[config.mk]
export PLATFORM = sky130hd
export DESIGN_NAME = mem_access
export DESIGN_NICKNAME = d
export VERILOG_FILES = /design/src/rtl/mem_access.sv
export SDC_FILE = /design/constraint.sdc
export NUM_CORES = 1
export LEC_CHECK = 0
export ABC_AREA = 1
export CELL_PAD_IN_SITES_DETAIL_PLACEMENT = 0
export CELL_PAD_IN_SITES_GLOBAL_PLACEMENT = 1
export CORE_ASPECT_RATIO = 1.75
export CORE_MARGIN = 2
export CORE_UTILIZATION = 29
export CTS_BUF_LIST = sky130_fd_sc_hd__clkbuf_2 sky130_fd_sc_hd__clkbuf_4 sky130_fd_sc_hd__clkbuf_8
export CTS_CLUSTER_SIZE = 25
export DETAILED_ROUTE_END_ITERATION = 7
export PLACE_DENSITY = 0.87
export SLEW_MARGIN = 20
export SYNTH_ARGS = -nofsm -noshare
export SYNTH_HDL_FRONTEND = slang
export SYNTH_SLANG_ARGS = --single-unit
[constraint.sdc]
create_clock -name clk -period 1.7 [get_ports clk]
set_input_delay 0.34 -clock clk [delete_from_list [all_inputs] [get_ports clk]]
set_output_delay 0.34 -clock clk [all_outputs]
set_load 0.005 [all_outputs]
[src/rtl/mem_access.sv]
// mem_access: data-memory access stage between execute and writeback.
// Each accepted op is classified once, issued as at most one dmem request,
// and its result is presented to writeback as a single-cycle out_valid pulse.
module mem_access #(
  parameter int WIDTH = 32
) (
  input  logic             clk,
  input  logic             rst_n,
  input  logic             in_valid,
  output logic             in_ready,
  input  logic [WIDTH-1:0] addr,
  input  logic [WIDTH-1:0] store_data,
  input  logic             mem_read,
  input  logic             mem_write,
  input  logic [2:0]       funct3,
  input  logic [4:0]       rd,
  input  logic             reg_write,
  output logic             dmem_req_valid,
  input  logic             dmem_req_ready,
  output logic [WIDTH-1:0] dmem_addr,
  output logic             dmem_we,
  output logic [3:0]       dmem_be,
  output logic [WIDTH-1:0] dmem_wdata,
  input  logic             dmem_rsp_valid,
  input  logic [WIDTH-1:0] dmem_rsp_rdata,
  output logic             out_valid,
  output logic [WIDTH-1:0] out_data,
  output logic [4:0]       out_rd,
  output logic             out_reg_write,
  output logic             fault
);

  typedef enum logic [1:0] {
    IDLE = 2'd0,
    REQ  = 2'd1,
    RESP = 2'd2,
    DONE = 2'd3
  } state_t;

  state_t state_reg, state_next;

  // Latched operation context (captured on accept)
  logic [WIDTH-1:0] addr_reg;
  logic [WIDTH-1:0] wdata_reg;
  logic [3:0]       be_reg;
  logic             we_reg;
  logic [2:0]       funct3_reg;
  logic [4:0]       rd_reg;
  logic             reg_write_reg;
  logic             fault_reg;
  logic [WIDTH-1:0] data_reg;

  // Classification of the incoming op
  logic             accept;
  logic             is_mem;
  logic             is_half;
  logic             is_word;
  logic             bad_load;
  logic             bad_store;
  logic             misaligned;
  logic             acc_fault;
  logic [3:0]       acc_be;
  logic [WIDTH-1:0] acc_wdata;

  // Load data alignment
  logic [WIDTH-1:0] rsp_shifted;
  logic [WIDTH-1:0] load_data;

  assign accept  = in_valid && (state_reg == IDLE);
  assign is_mem  = mem_read || mem_write;
  assign is_half = (funct3[1:0] == 2'b01);
  assign is_word = (funct3[1:0] == 2'b10);

  // Decode faults, lane mask and lane-replicated store data for the incoming op
  always_comb begin
    bad_load   = mem_read && ((funct3 == 3'b011) || (funct3[2:1] == 2'b11));
    bad_store  = mem_write && (funct3 != 3'b000) && (funct3 != 3'b001) && (funct3 != 3'b010);
    misaligned = is_mem && ((is_half && addr[0]) || (is_word && (addr[1:0] != 2'b00)));
    acc_fault  = (mem_read && mem_write) || bad_load || bad_store || misaligned;

    acc_be    = 4'b1111;
    acc_wdata = store_data;
    case (funct3[1:0])
      2'b00: begin
        acc_be    = 4'b0001 << addr[1:0];
        acc_wdata = {4{store_data[7:0]}};
      end
      2'b01: begin
        acc_be    = addr[1] ? 4'b1100 : 4'b0011;
        acc_wdata = {2{store_data[15:0]}};
      end
      default: begin
        acc_be    = 4'b1111;
        acc_wdata = store_data;
      end
    endcase
    // Loads never drive write data onto the bus
    if (!mem_write) acc_wdata = '0;
  end

  // Align the response to lane 0 and sign/zero-extend by access size
  always_comb begin
    rsp_shifted = dmem_rsp_rdata >> {addr_reg[1:0], 3'b000};
    case (funct3_reg)
      3'b000:  load_data = {{24{rsp_shifted[7]}}, rsp_shifted[7:0]};
      3'b001:  load_data = {{16{rsp_shifted[15]}}, rsp_shifted[15:0]};
      3'b100:  load_data = {24'd0, rsp_shifted[7:0]};
      3'b101:  load_data = {16'd0, rsp_shifted[15:0]};
      default: load_data = rsp_shifted;
    endcase
  end

  // State register; reset abandons any in-flight request
  always_ff @(posedge clk or negedge rst_n) begin
    if (!rst_n) state_reg <= IDLE;
    else        state_reg <= state_next;
  end

  // Next-state logic
  always_comb begin
    state_next = state_reg;
    case (state_reg)
      IDLE: if (in_valid) state_next = (acc_fault || !is_mem) ? DONE : REQ;
      REQ:  if (dmem_req_ready) state_next = we_reg ? DONE : RESP;
      RESP: if (dmem_rsp_valid) state_next = DONE;
      DONE: state_next = IDLE;
      default: state_next = IDLE;
    endcase
  end

  // Capture op context on accept; capture load data only while in RESP
  always_ff @(posedge clk or negedge rst_n) begin
    if (!rst_n) begin
      addr_reg      <= '0;
      wdata_reg     <= '0;
      be_reg        <= '0;
      we_reg        <= 1'b0;
      funct3_reg    <= '0;
      rd_reg        <= '0;
      reg_write_reg <= 1'b0;
      fault_reg     <= 1'b0;
      data_reg      <= '0;
    end else if (accept) begin
      addr_reg      <= addr;
      wdata_reg     <= acc_wdata;
      be_reg        <= acc_be;
      we_reg        <= mem_write;
      funct3_reg    <= funct3;
      rd_reg        <= rd;
      reg_write_reg <= reg_write;
      fault_reg     <= acc_fault;
      data_reg      <= addr;
    end else if (state_reg == RESP && dmem_rsp_valid) begin
      data_reg <= load_data;
    end
  end

  // Outputs decoded from registered state and context; zero outside their phase
  always_comb begin
    in_ready       = (state_reg == IDLE);
    dmem_req_valid = (state_reg == REQ);
    dmem_addr      = '0;
    dmem_we        = 1'b0;
    dmem_be        = '0;
    dmem_wdata     = '0;
    out_valid      = (state_reg == DONE);
    out_data       = '0;
    out_rd         = '0;
    out_reg_write  = 1'b0;
    fault          = 1'b0;
    if (state_reg == REQ) begin
      dmem_addr  = {addr_reg[WIDTH-1:2], 2'b00};
      dmem_we    = we_reg;
      dmem_be    = be_reg;
      dmem_wdata = wdata_reg;
    end
    if (state_reg == DONE) begin
      out_data      = data_reg;
      out_rd        = rd_reg;
      out_reg_write = reg_write_reg && !fault_reg;
      fault         = fault_reg;
    end
  end

endmodule

clocks.png
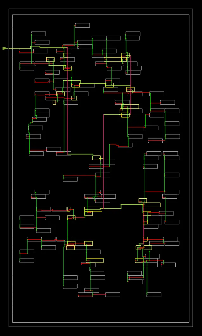
clkbuf count: 19
CTS buffer count: 17

==> flow_metrics.tcl <==
# flow metrics
set metrics [dict create \
    outcome "finished, violations left" \
    violations "setup timing" \
    inv_count 166 \
    hpwlAfterDp_um 17300 \
    crit_type "reg2out" \
    setup_tns_ns -52.35 \
    whs_ns 0.377 \
    netlist_area_um2 6510 \
    grtUsageMet1_pct 21.9 \
    cp.required_ns 1.36 \
    route.met2.wl_um 16300 \
    powerClk_mw 3.02 \
    post-route-min-period_ns 2.17 \
    p_total_mw 22.6 \
    final_core_util_pct 56.9 \
    yosysWarnings 0 \
    ctsResizeCount 751 \
    rsz0062_at_grt "true" \
    internal_power_mw 13.0 \
    finish.instance_area_um2 12600 \
    compound_area_share_pct 10.6 \
    power.group.top "combinational cells" \
    drive_gt1_share_pct 49.3 \
    h-tree-depth 4 \
    critical-path-top-delay-family "buffers and inverters" \
    ff_type "dfrtp_1" \
    area_leaders "dfrtp_1, nand2_1, inv_1" \
    synth_flops 113 \
    xor_area_share_pct 0 \
    coreArea_um2 22100 \
    track_usage_pct 22.4 \
    vdd_drop_max_mv 0.681 \
    final_layout_top_logic_cells "nand2_1, dfrtp_1, clkdlybuf4s50_1" \
    yosys_area_um2 6510 \
    largest_area_cell "dfrtp_1" \
    powerDensity_nw_per_um2 1800 \
    grt_pass1_vias 7663 \
    worstSkewPairLatency_ns 0.45 \
    synthArstFlopShare_pct 100 \
    netSwitchingFraction_pct 42.6 \
    reg2reg_slack_ns -0.32 \
    setup_slack_ns -0.469 \
    finalSetupViolCount 212 \
    finalClockPeriodUsage_pct 128 \
    cp-start-kind "flip-flop" \
    ys_sh_mux_pct 0 \
    seq_share_pct 22.5 \
    synthTopCellsByCount "nand2_1, inv_1, dfrtp_1" \
    clockBufferDepth 2 \
    comb_cells 643 \
    seq_power_share_pct 24.0 \
    seq_area_um2 2830 \
    ys_cells 973 \
    clkSinkCount 113 \
    skew_ns 0.0131 \
    worst_path_most_repeated_cell "buf_6" \
    routed-via-count 7487 \
    powerSeq_mw 5.41 \
    reg2reg_from "state_reg[0]$_DFFE_PN0P_" \
    arrival_ns 1.83 \
    cts_tree "done" \
    grt_use_met3_pct 3.51 \
    cp_max_fo 6 \
    antenna_found_initial 2 \
    cp_cell_sequence "buf_6, ha_4, buf_6, buf_16, buf_8, nand2_2, inv_2, buf_6" \
    mostFrequentLayoutCell "nand2_1" \
    ant_nets 0 \
    reg2reg_depth 14 \
    top_area_share_pct 43.4 \
    wl_met1_um 9240 \
    post_cts_buffers 45 \
    grt_start_max_net_pins 43 \
    fmax_mhz 461 \
    simple_gate_area_share_pct 31.4 \
    final_nets 1423 \
    dominant_cells "buffers" \
    diodes 2 \
    post-route-drc-count 0 \
    pg_comb_mw 14.1 \
    post_dp_cell_area_um2 9450 \
]
io_placement.png
Pins as bars across the die edge, other pins in grey.
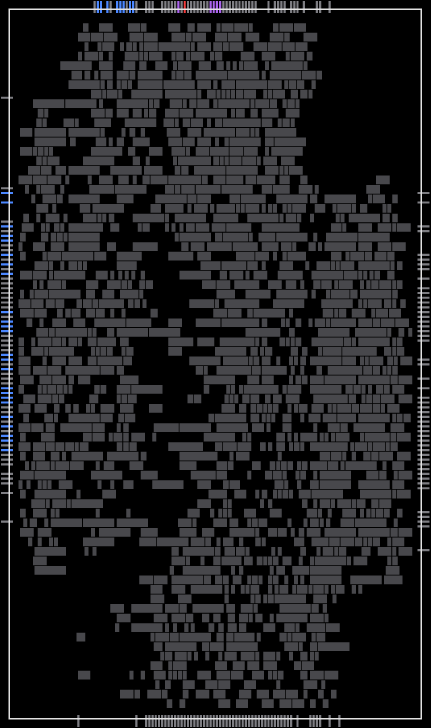
Key: red = `dmem_req_ready` [pins 1, direction input, edge north]; blue = `store_data` [pins 32, direction input, edge 24 west, 8 north]; purple = `rd` [pins 5, direction input, edge north]
Die X: 117 um
port bufs: 220

